**Run 1: floorplan with the power grid**

The bar under the picture is 20 um long. Pins as bars on the die edge. Tap cells in gray.
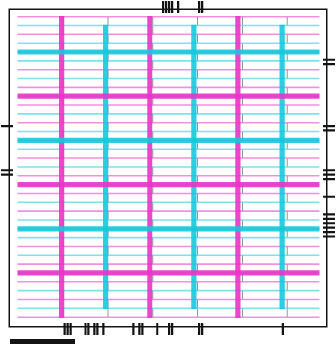
**Run 1: placement by cell class**

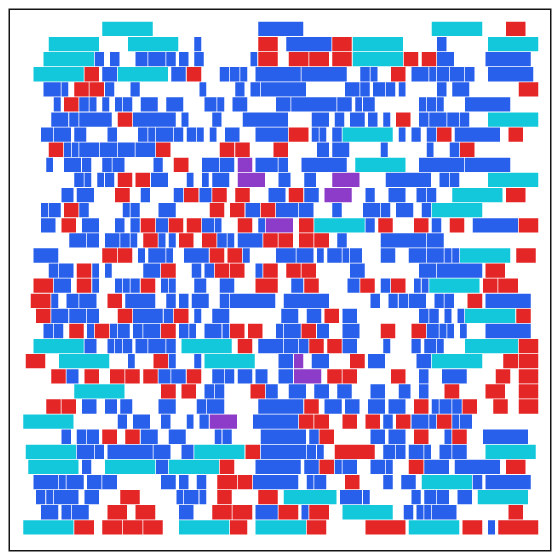
**Run 1: routed clock nets over the placement**

The bar under the picture is 20 um long.
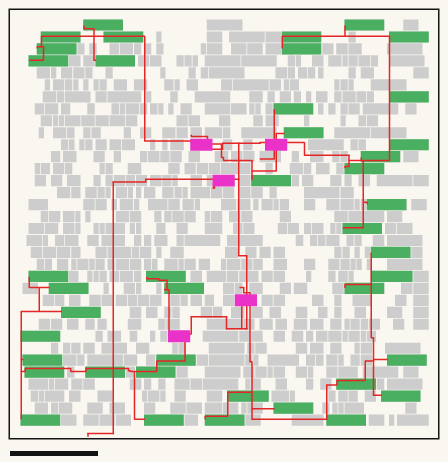
### src/rtl/reg_file_ops.sv
// Register bank with two combinational read ports and one operate/write port.
// Single-cycle load/inc/dec/clr; shift/rotate runs one bit per cycle under a small FSM.
module reg_file_ops #(
  parameter  int BITS  = 8,
  parameter  int NREGS = 4,
  parameter  int AMTW  = 3,
  localparam int SELW  = (NREGS > 1) ? $clog2(NREGS) : 1
) (
  input  logic            i_clk,
  input  logic            i_rst,
  input  logic [2:0]      i_op,
  input  logic [SELW-1:0] i_wsel,
  input  logic [BITS-1:0] i_data,
  input  logic [AMTW-1:0] i_amt,
  input  logic [SELW-1:0] i_asel,
  input  logic [SELW-1:0] i_bsel,
  output logic [BITS-1:0] o_a,
  output logic [BITS-1:0] o_b,
  output logic            o_carry,
  output logic            o_zero,
  output logic            o_busy
);
  localparam logic [2:0] OP_LOAD = 3'b001, OP_INC = 3'b010, OP_DEC = 3'b011,
                         OP_CLR  = 3'b100, OP_SHL = 3'b101, OP_SHR = 3'b110,
                         OP_ROL  = 3'b111;

  typedef enum logic {S_IDLE, S_SHIFT} state_e;

  logic [NREGS-1:0][BITS-1:0] regs_q, regs_d;
  logic                       carry_q, carry_d;
  logic                       zero_q, zero_d;
  state_e                     state_q, state_d;
  logic [1:0]                 sop_q, sop_d;
  logic [SELW-1:0]            tgt_q, tgt_d;
  logic [AMTW-1:0]            cnt_q, cnt_d;

  logic [BITS-1:0]            wcur;
  logic [BITS:0]              sh;

  function automatic logic sel_ok(input logic [SELW-1:0] s);
    return {1'b0, s} < (SELW+1)'(NREGS);
  endfunction

  function automatic logic [BITS-1:0] rd(input logic [SELW-1:0] s,
                                         input logic [NREGS-1:0][BITS-1:0] r);
    return sel_ok(s) ? r[s] : '0;
  endfunction

  // One shift step; result is {carry_out, new_value}. sop uses i_op[1:0].
  function automatic logic [BITS:0] shift1(input logic [1:0] op, input logic [BITS-1:0] v);
    case (op)
      2'b01:   return {v[BITS-1], v[BITS-2:0], 1'b0};
      2'b10:   return {v[0], 1'b0, v[BITS-1:1]};
      default: return {v[BITS-1], v[BITS-2:0], v[BITS-1]};
    endcase
  endfunction

  assign wcur = rd(i_wsel, regs_q);
  assign sh   = shift1(sop_q, regs_q[tgt_q]);

  always_comb begin
    regs_d  = regs_q;
    carry_d = carry_q;
    zero_d  = zero_q;
    state_d = state_q;
    sop_d   = sop_q;
    tgt_d   = tgt_q;
    cnt_d   = cnt_q;
    case (state_q)
      S_IDLE: begin
        if (sel_ok(i_wsel)) begin
          case (i_op)
            OP_LOAD: begin
              regs_d[i_wsel] = i_data;
              zero_d         = (i_data == '0);
            end
            OP_INC: begin
              {carry_d, regs_d[i_wsel]} = {1'b0, wcur} + (BITS+1)'(1);
              zero_d                    = (wcur == '1);
            end
            OP_DEC: begin
              regs_d[i_wsel] = wcur - BITS'(1);
              carry_d        = (wcur == '0);
              zero_d         = (wcur == BITS'(1));
            end
            OP_CLR: begin
              regs_d[i_wsel] = '0;
              carry_d        = 1'b0;
              zero_d         = 1'b1;
            end
            OP_SHL, OP_SHR, OP_ROL: begin
              if (i_amt == '0) begin
                carry_d = 1'b0;
                zero_d  = (wcur == '0);
              end else begin
                // Register is untouched here; the first bit moves on the next edge.
                state_d = S_SHIFT;
                sop_d   = i_op[1:0];
                tgt_d   = i_wsel;
                cnt_d   = i_amt;
              end
            end
            default: ;
          endcase
        end
      end
      S_SHIFT: begin
        regs_d[tgt_q] = sh[BITS-1:0];
        carry_d       = sh[BITS];
        cnt_d         = cnt_q - AMTW'(1);
        if (cnt_q == AMTW'(1)) begin
          zero_d  = (sh[BITS-1:0] == '0);
          state_d = S_IDLE;
        end
      end
      default: state_d = S_IDLE;
    endcase
  end

  always_ff @(posedge i_clk or posedge i_rst) begin
    if (i_rst) begin
      regs_q  <= '0;
      carry_q <= 1'b0;
      zero_q  <= 1'b0;
      state_q <= S_IDLE;
      sop_q   <= '0;
      tgt_q   <= '0;
      cnt_q   <= '0;
    end else begin
      regs_q  <= regs_d;
      carry_q <= carry_d;
      zero_q  <= zero_d;
      state_q <= state_d;
      sop_q   <= sop_d;
      tgt_q   <= tgt_d;
      cnt_q   <= cnt_d;
    end
  end

  assign o_a     = rd(i_asel, regs_q);
  assign o_b     = rd(i_bsel, regs_q);
  assign o_carry = carry_q;
  assign o_zero  = zero_q;
  assign o_busy  = (state_q == S_SHIFT);
endmodule

### config.mk
export PLATFORM = sky130hd
export DESIGN_NAME = reg_file_ops
export DESIGN_NICKNAME = d
export VERILOG_FILES = /design/src/rtl/reg_file_ops.sv
export SDC_FILE = /design/constraint.sdc
export NUM_CORES = 1
export LEC_CHECK = 0
export CAP_MARGIN = 10
export CORE_MARGIN = 2
export CORE_UTILIZATION = 50
export DETAILED_ROUTE_END_ITERATION = 8
export PLACE_DENSITY = 0.72
export REMOVE_ABC_BUFFERS = 1
export SKIP_LAST_GASP = 1
export SLEW_MARGIN = 10
export SYNTH_ARGS = -nofsm -noshare
export SYNTH_HDL_FRONTEND = slang
export SYNTH_SLANG_ARGS = --single-unit
### constraint.sdc
create_clock -name i_clk -period 2.6 [get_ports i_clk]
set_input_delay 0.26 -clock i_clk [delete_from_list [all_inputs] [get_ports i_clk]]
set_output_delay 0.26 -clock i_clk [all_outputs]
set_load 0.01 [all_outputs]
==> metrics.cfg, run 1 <==
[status]
status=finished, final reports clean

[yosys]
top_cell_area_share_pct=24.2
synthesis.area_um2=4350
top_logic_kind=AND-OR/OR-AND gates
edf_count=0
synth.distinct_cells=61
top_cells_by_count=55 x a21oi_1, 48 x nor2_1, 42 x dfrtp_1, 37 x nand2_1, 32 x mux4_2
synth_seq_share_pct=24.2

[power]
p_seq_mw=1.34

[sta]
slew_violations=0
whs_ns=0.388
fmaxAchievable_mhz=395

[critical_path]
slowest_stage=clkdlybuf4s50_1
crit_type=in -> reg
worst-r2r-cell-count=7

[clock_tree]
cts_inserted_buffers=5
post_cts_resized=3

[global_route]
grt_pass1_wl_um=29700
met3_usage_pct=8.42

[route]
wl_met1_um=7300
detail_route.first_pass.iterations=6

[finish]
fillers=726
final_net_count=667
final_cell_mix=123 x buf_4, 55 x a21oi_1, 48 x nor2_1, 40 x dfrtp_1, 39 x clkdlybuf4s50_1

[floorplan]
ioPinCount=41

[run]
warnings=30

## Picture notes: 'floorplan with the power grid'
color	net
cyan	VDD
magenta	VSS
met1 rails	35
met5 straps	6

## Picture notes: 'placement by cell class'
color	class	cells	share of their area
purple	clock drivers and dummy loads	8	1.7%
blue	all other logic	421	55%
red	other buffers and delay cells	167	25%
cyan	flip-flops	42	19%
fin util: 67.7%
flop share of the area: 18.1%
core footprint: 8590 um2
Final Cell Area: 5810 um2

## Picture notes: 'routed clock nets over the placement'
[magenta] cells driving clock nets | count: 5
[green] flip-flops | count: 42
[red] clock wires | length: 708 um
routed clock nets	6
flops lie	all over the die

==> inputs of run 2 (changes only) <==
PLACE_DENSITY = 0.69   (was 0.72)
clock period = 3.03 ns   (was 2.6 ns; I/O delays follow)
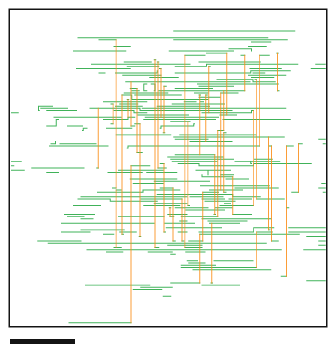
**Above:** run 2 (signal wires by layer).
The bar under the picture is 20 um long. Only two layers are drawn.
color	layer	wire length
orange	met4	981 um
green	met3	2,420 um

==> run 2 against run 1 <==
Against the previous run:
- clock skew rose by 0.0017 ns
- die area did not move
- sequential share of layout area rose by 1.9 points
- critical path depth fell by 2
- sequential cell count did not move
- power fell by 23%
- largest cell class unchanged
- highest routed layer unchanged
==> metrics.cfg, run 2 <==
[yosys]
synth.distinct_cells=61
synthMostInstantiatedCell=a21oi_1
top_logic_kind=AND-OR/OR-AND gates
syn_avg_cell_area_um2=8.54
synth_seq_share_pct=24.2
top_cell_area_share_pct=24.2
xor_share_pct=2.01
top_cells_by_count=55 x a21oi_1, 48 x nor2_1, 42 x dfrtp_1, 37 x nand2_1, 32 x mux4_2
edf_count=0
ys_ff=42
synthesis.area_um2=4350
adder_share_pct=2.30

[clock_tree]
ctsHoldBuffers=0
htree_levels=2
post_cts_resized=0
cts_inserted_buffers=5

[floorplan]
core_area_um2=8590
num_rows=34
ioPinCount=41
die_h_um=97.3

[finish]
seq_share_pct=20.0
finalInstanceArea_um2=5240
nMultiInputCombCells=409
fillers=813
final_net_count=602
fin_util_pct=61.0
final_cell_mix=61 x buf_4, 55 x a21oi_1, 48 x nor2_1, 42 x dfrtp_1, 40 x clkdlybuf4s50_1

[critical_path]
slowest_stage=dfrtp_1
worst-r2r-cell-count=7
crit_type=reg -> reg

[sta]
period_used_pct=93.8
fmaxAchievable_mhz=352
hold_viol=0
whs_ns=0.462
slew_violations=0
min_period_ns=2.84

[route]
detail_route.first_pass.iterations=5
routed-wl-met3_um=2420
wl_met1_um=6930
routed-via-count=5024

[run]
warnings=30

[global_route]
grt_pass1_wl_um=28200
met3_usage_pct=10.1

[power]
p_seq_mw=1.22

[status]
status=finished, final reports clean

No activity file was given, so power comes from the tool's default toggle rates.
